File: config.mk
export PLATFORM = sky130hd
export DESIGN_NAME = sdram_arbiter
export DESIGN_NICKNAME = d
export VERILOG_FILES = /design/src/rtl/sdram_arbiter.sv
export SDC_FILE = /design/constraint.sdc
export NUM_CORES = 1
export LEC_CHECK = 0
export ABC_AREA = 1
export CAP_MARGIN = 10
export CORE_AREA = 10 10 105 107
export CTS_BUF_LIST = sky130_fd_sc_hd__clkbuf_4 sky130_fd_sc_hd__clkbuf_8
export DETAILED_ROUTE_END_ITERATION = 6
export DIE_AREA = 0 0 115 117
export PLACE_DENSITY = 0.75
export SYNTH_ARGS = -nofsm -noshare
export SYNTH_HDL_FRONTEND = slang
export SYNTH_SLANG_ARGS = --single-unit
File: constraint.sdc
create_clock -name clk -period 4.96 [get_ports clk]
set_input_delay 0.992 -clock clk [delete_from_list [all_inputs] [get_ports clk]]
set_output_delay 0.992 -clock clk [all_outputs]
set_load 0.005 [all_outputs]
File: src/rtl/sdram_arbiter.sv
// sdram_arbiter
// Two-master round-robin arbiter in front of a single SDRAM controller slave.
// Master 0 is the instruction cache, master 1 the data cache. One command is
// granted at a time; read tags are queued so returning read data can be
// steered back to the master that issued the read.
//
// Ports
//   clk, reset_n          clock, asynchronous active-low reset
//   m0_*/m1_*             master-side bus (address, read, write, writedata,
//                         byteenable in; waitrequest, readdata, readdatavalid out)
//   s_*                   slave-side bus toward the SDRAM controller
//   outstanding           number of reads accepted but not yet returned
//   err_rdv               sticky: read data arrived with no read outstanding
//
// state | meaning
// ------+------------------------------------------------------------------
// IDLE  | no grant; requests sampled and owner chosen on the next edge
// BUSY  | owner's command driven to the slave until accepted or withdrawn
module sdram_arbiter #(
    parameter int ADDR_W  = 23,
    parameter int DATA_W  = 32,
    parameter int MAX_OUT = 4
) (
    input  logic                     clk,
    input  logic                     reset_n,

    input  logic [ADDR_W-1:0]        m0_address,
    input  logic                     m0_read,
    input  logic                     m0_write,
    input  logic [DATA_W-1:0]        m0_writedata,
    input  logic [DATA_W/8-1:0]      m0_byteenable,
    output logic                     m0_waitrequest,
    output logic [DATA_W-1:0]        m0_readdata,
    output logic                     m0_readdatavalid,

    input  logic [ADDR_W-1:0]        m1_address,
    input  logic                     m1_read,
    input  logic                     m1_write,
    input  logic [DATA_W-1:0]        m1_writedata,
    input  logic [DATA_W/8-1:0]      m1_byteenable,
    output logic                     m1_waitrequest,
    output logic [DATA_W-1:0]        m1_readdata,
    output logic                     m1_readdatavalid,

    output logic [ADDR_W-1:0]        s_address,
    output logic                     s_read,
    output logic                     s_write,
    output logic [DATA_W-1:0]        s_writedata,
    output logic [DATA_W/8-1:0]      s_byteenable,
    input  logic                     s_waitrequest,
    input  logic [DATA_W-1:0]        s_readdata,
    input  logic                     s_readdatavalid,

    output logic [$clog2(MAX_OUT):0] outstanding,
    output logic                     err_rdv
);

    localparam int PTR_W = $clog2(MAX_OUT);
    localparam logic [PTR_W:0] FULL_CNT = (PTR_W+1)'(MAX_OUT);

    typedef enum logic {IDLE, BUSY} state_t;

    state_t             state;
    logic               owner;
    logic               last;
    logic [PTR_W-1:0]   wr_ptr;
    logic [PTR_W-1:0]   rd_ptr;
    logic [PTR_W:0]     count;
    logic               tag_mem [MAX_OUT];

    logic               busy;
    logic               not_full;
    logic               req0;
    logic               req1;
    logic               own_read;
    logic               own_write;
    logic               accept;
    logic               push;
    logic               pop;
    logic               head;

    assign busy     = (state == BUSY);
    assign not_full = (count < FULL_CNT);
    assign req0     = m0_write | (m0_read & not_full);
    assign req1     = m1_write | (m1_read & not_full);

    assign own_read  = owner ? m1_read  : m0_read;
    assign own_write = owner ? m1_write : m0_write;

    assign s_read       = busy & own_read;
    assign s_write      = busy & own_write;
    assign s_address    = busy ? (owner ? m1_address    : m0_address)    : '0;
    assign s_writedata  = busy ? (owner ? m1_writedata  : m0_writedata)  : '0;
    assign s_byteenable = busy ? (owner ? m1_byteenable : m0_byteenable) : '0;

    assign m0_waitrequest = ~(busy & ~owner & ~s_waitrequest);
    assign m1_waitrequest = ~(busy &  owner & ~s_waitrequest);

    assign accept = busy & (s_read | s_write) & ~s_waitrequest;
    assign push   = accept & s_read;
    // Read data with no tag queued is dropped rather than steered anywhere.
    assign pop    = s_readdatavalid & (count != '0);
    assign head   = tag_mem[rd_ptr];

    assign m0_readdata      = s_readdata;
    assign m1_readdata      = s_readdata;
    assign m0_readdatavalid = pop & ~head;
    assign m1_readdatavalid = pop &  head;

    assign outstanding = count;

    always_ff @(posedge clk or negedge reset_n) begin
        if (!reset_n) begin
            state <= IDLE;
            owner <= 1'b0;
            last  <= 1'b1;
        end else begin
            case (state)
                IDLE: begin
                    if (req0 && req1) begin
                        owner <= ~last;
                        state <= BUSY;
                    end else if (req0) begin
                        owner <= 1'b0;
                        state <= BUSY;
                    end else if (req1) begin
                        owner <= 1'b1;
                        state <= BUSY;
                    end
                end
                BUSY: begin
                    // Grant is held through any length of slave stall.
                    if (accept) begin
                        last  <= owner;
                        state <= IDLE;
                    end else if (!own_read && !own_write) begin
                        state <= IDLE;
                    end
                end
                default: state <= IDLE;
            endcase
        end
    end

    always_ff @(posedge clk or negedge reset_n) begin
        if (!reset_n) begin
            wr_ptr  <= '0;
            rd_ptr  <= '0;
            count   <= '0;
            err_rdv <= 1'b0;
        end else begin
            if (push) wr_ptr <= wr_ptr + PTR_W'(1);
            if (pop)  rd_ptr <= rd_ptr + PTR_W'(1);
            if (push && !pop)      count <= count + (PTR_W+1)'(1);
            else if (pop && !push) count <= count - (PTR_W+1)'(1);
            if (s_readdatavalid && count == '0) err_rdv <= 1'b1;
        end
    end

    // Tag storage needs no reset: stale entries are never read past the pointers.
    always_ff @(posedge clk) begin
        if (push) tag_mem[wr_ptr] <= owner;
    end

endmodule

Figure 1. Signal metal coverage by tile (run 1).
23 x 23 tiles, from white (low) to dark blue (high), scaled to the fullest tile. Values are wire area over tile area, all layers added.
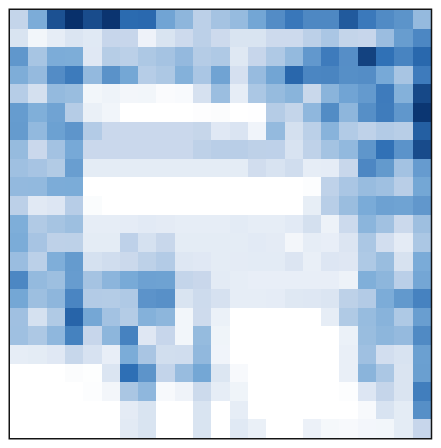
- mean over tiles: 0.13
- nearly empty tiles: 18%
- densest ninth of the die: top right
- tiles over half the peak: 18%
- fullest tile: 0.49
Routed WL: 10030 µm
GRT Total Usage: 0.1288
routed len/inst: 21.30 µm
via count: 2112

Figure 2. Clock routing (run 1).
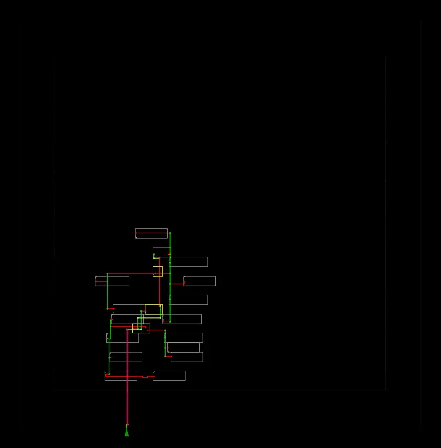
FFs & Latches: 15
clk sinks: 15
Skew-Pair Late Insertion Delay: 0.25 ns
number of clock buffers in the layout: 4

Figure 3. I/O nets highlighted (run 1).
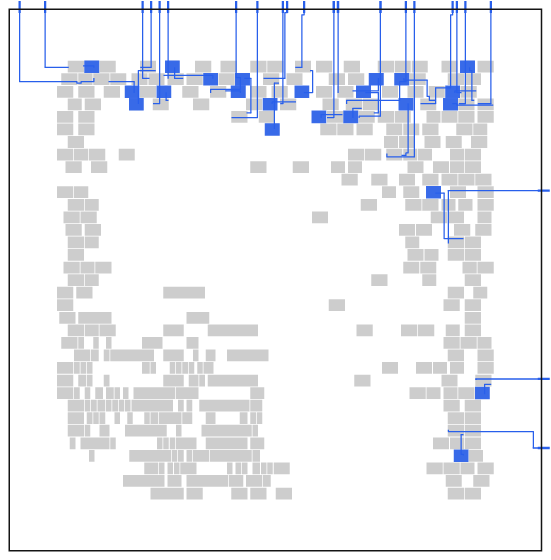
- blue: m1_address (bits 23; direction input; end cells 23; buffers 23; wire 692 µm)
I/O Buffers: 194
IO Pins: 291

==> metrics.yaml, run 1 <==
final_layout:
  clock_area_frac: 0.01386
  largest_register: "tag_mem"
  fin_util: 0.3903
  comb_area_um2: 904.6
  sh_comb_area: 0.2569
  seq_share: 0.1127
route:
  met3WireLength_um: 1833
  ant_nets: 0
  route.detailed.drc: 0
grt:
  grt_antenna_before_repair: 0
  grt_util_met1: 0.1375
  first_global_vias: 2211
  busiest_layer: "met2"
critical_path:
  r2r_slack_ns: 2.92
  crit_fanout: 60
  start_kind: "flop"
  reg2reg_from: "owner$_DFFE_PN0P_"
  arrival_ns: 2.57
  cp_common_cell: "inv_2"
  endpoint: "s_writedata[3]"
clock_tree:
  cts_resized: 0
  cts_setup_buffers: 0
sta:
  slew_viol_final: 0
  fin_crit_ns: 3.567
yosys:
  yosysTopAreaCellShare: 0.2575
  synth_cell_type_count: 26
  ys_top_logic_family: "buffers and inverters"
  yosys.area.top_type: "a22o_1"
power:
  p_leak_nw: 1.462
  p_comb_mw: 1.36
  p_seq_frac: 0.140
  peakVddDrop_v: 0.0006475
  p_sw_mw: 0.6743
status:
  status: "finished, final reports clean"
min_path:
  hold_path_class: "reg -> reg"
floorplanning:
  tapCellCount: 111
place:
  dp.cells: 467
Figure 4. Ports around the boundary (run 1).
Bar = 20 µm. Pins as bars across the die edge, other pins in gray.
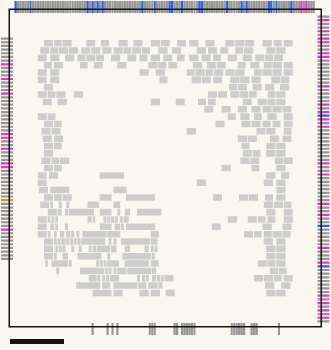

--- run 2 (diff from run 1) ---
--- a/config.mk
+++ b/config.mk
@@ -7,11 +7,11 @@
 export LEC_CHECK = 0
 export ABC_AREA = 1
 export CAP_MARGIN = 10
-export CORE_AREA = 10 10 105 107
+export CORE_AREA = 10 10 104 106
 export CTS_BUF_LIST = sky130_fd_sc_hd__clkbuf_4 sky130_fd_sc_hd__clkbuf_8
 export DETAILED_ROUTE_END_ITERATION = 6
-export DIE_AREA = 0 0 115 117
-export PLACE_DENSITY = 0.75
+export DIE_AREA = 0 0 114 116
+export PLACE_DENSITY = 0.77
 export SYNTH_ARGS = -nofsm -noshare
 export SYNTH_HDL_FRONTEND = slang
 export SYNTH_SLANG_ARGS = --single-unit
==> constraint.sdc (replaced) <==
create_clock -name clk -period 3.6 [get_ports clk]
set_input_delay 0.72 -clock clk [delete_from_list [all_inputs] [get_ports clk]]
set_output_delay 0.72 -clock clk [all_outputs]
set_load 0.005 [all_outputs]
Figure 5. Ports around the boundary (run 2).
Bar = 20 µm. Pins as bars across the die edge, other pins in gray.
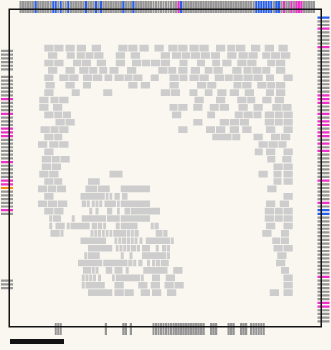
- blue: m1_address (pins 23; direction input; edge 20 top, 3 right)
- orange: s_waitrequest (pins 1; direction input; edge left)
- magenta: m1_writedata (pins 32; direction input; edge 17 right, 9 left, 6 top)

==> run 2 against run 1 <==
Cell area grew 0.46%. Sequential power grew 36%. Clock power increased by about 40%. First-iteration DRC count up 39%. Global-route usage is 0.25 points lower. Synthesized cell count unchanged. Area after synthesis stayed put. Largest power group unchanged.
==> metrics.yaml, run 2 <==
final_layout:
  fin_util: 0.4076  # was 0.3903
  largest_register: "tag_mem"  # unchanged
  nFlopsAndLatches: 15  # unchanged
  sh_comb_area: 0.2557  # was 0.2569
critical_path:
  r2r_slack_ns: 1.63  # was 2.92 ns
  crit_fanout: 60  # unchanged
  endpoint: "s_address[6]"  # was s_writedata[3]
  reg2reg_from: "owner$_DFFE_PN0P_"  # unchanged
  arrival_ns: 2.39  # was 2.57 ns
  start_kind: "flop"  # unchanged
grt:
  groute.usage.overall: 0.1263  # was 0.1288
  grt_util_met1: 0.1461  # was 0.1375
  first_global_vias: 2157  # was 2211
power:
  p_seq_frac: 0.140  # about the same
route:
  wirelength_um: 9592  # was 10030 µm
  met3WireLength_um: 1027  # was 1833 µm
  ant_nets: 0  # unchanged
yosys:
  yosys.area.top_type: "a22o_1"  # unchanged
  synth_cell_type_count: 26  # unchanged
sta:
  slew_viol_final: 0  # unchanged
clock_tree:
  cts_resized: 0  # unchanged
  clock_latency_ns: 0.25  # about the same
status:
  status: "finished, final reports clean"  # unchanged
floorplanning:
  tapCellCount: 108  # was 111
place:
  dp.cells: 465  # was 467
--- run 3 (diff from run 2) ---
--- a/config.mk
+++ b/config.mk
@@ -6,12 +6,14 @@
 export NUM_CORES = 1
 export LEC_CHECK = 0
 export ABC_AREA = 1
+export ABC_CLOCK_PERIOD_IN_PS = 3600
 export CAP_MARGIN = 10
 export CORE_AREA = 10 10 104 106
 export CTS_BUF_LIST = sky130_fd_sc_hd__clkbuf_4 sky130_fd_sc_hd__clkbuf_8
 export DETAILED_ROUTE_END_ITERATION = 6
 export DIE_AREA = 0 0 114 116
 export PLACE_DENSITY = 0.77
+export SETUP_SLACK_MARGIN = 0.1
 export SYNTH_ARGS = -nofsm -noshare
 export SYNTH_HDL_FRONTEND = slang
 export SYNTH_SLANG_ARGS = --single-unit
Figure 6. Signal metal coverage by tile (run 3).
23 x 23 tiles, from white (low) to dark blue (high), scaled to the fullest tile. Values are wire area over tile area, all layers added.
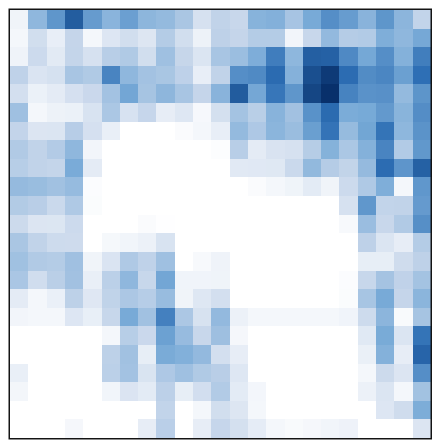
- densest ninth of the die: top right
- fullest tile: 0.54
- mean over tiles: 0.12
- tiles over half the peak: 12%
via count: 2120
GRT Total Usage: 0.1263
routed len/inst: 20.45 µm
Routed WL: 9592 µm

==> run 3 against run 2 <==
Total power did not move. Fmax did not move. Critical path depth did not move. Synthesized cell count did not move. Global-route usage did not move. Utilization did not move. Hold slack did not move. Worst setup slack did not move. Non-clock buffer count did not move. Cell area did not move. Sequential cell count did not move. Largest power group unchanged.
==> metrics.yaml, run 3 <==
status:
  status: "finished, final reports clean"  # unchanged
sta:
  timing.hold.ws_ns: 0.4634  # unchanged
  fin_crit_ns: 3.113  # unchanged
floorplanning:
  die_x_um: 114  # unchanged
  io_pins: 291  # unchanged
  tapCellCount: 108  # unchanged
route:
  ant_nets: 0  # unchanged
  met3WireLength_um: 1027  # unchanged
  route.detailed.drc: 0  # unchanged
grt:
  busiest_layer: "met2"  # unchanged
  grt_util_met1: 0.1461  # unchanged
  first_global_vias: 2157  # unchanged
  grt_antenna_before_repair: 1  # unchanged
power:
  p_seq_frac: 0.140  # about the same
  comb_power_share: 0.798  # about the same
  peakVddDrop_v: 0.0002776  # unchanged
  p_leak_nw: 1.471  # unchanged
  p_sw_mw: 0.8754  # unchanged
  p_comb_mw: 1.84  # about the same
clock_tree:
  cts_hold_buf: 0  # unchanged
  cts.sinks: 15  # unchanged
  cts_tree: "yes"  # unchanged
  cts_setup_buffers: 0  # unchanged
critical_path:
  start_kind: "flop"  # unchanged
  r2r_slack_ns: 1.63  # about the same
  crit_fanout: 60  # unchanged
  worst-setup-path-type: "reg -> out"  # unchanged
  reg2reg_from: "owner$_DFFE_PN0P_"  # unchanged
  endpoint: "s_address[6]"  # unchanged
  arrival_ns: 2.39  # about the same
final_layout:
  nFlopsAndLatches: 15  # unchanged
  sh_comb_area: 0.2557  # unchanged
  nClkBuffers: 4  # unchanged
  largest_register: "tag_mem"  # unchanged
  seq_share: 0.1121  # unchanged
  clock_area_frac: 0.01380  # unchanged
place:
  hpwl_um: 8450  # unchanged
  io_buffer_count: 194  # unchanged
  dp.cells: 465  # unchanged
min_path:
  hold_path_class: "reg -> reg"  # unchanged
yosys:
  synth_cell_type_count: 26  # unchanged
  most_common_cell: "buf_4"  # unchanged
  ys_top_logic_family: "buffers and inverters"  # unchanged
  yosysTopAreaCellShare: 0.2575  # unchanged
  yosys.area.top_type: "a22o_1"  # unchanged
Power and IR drop assume default switching activity.
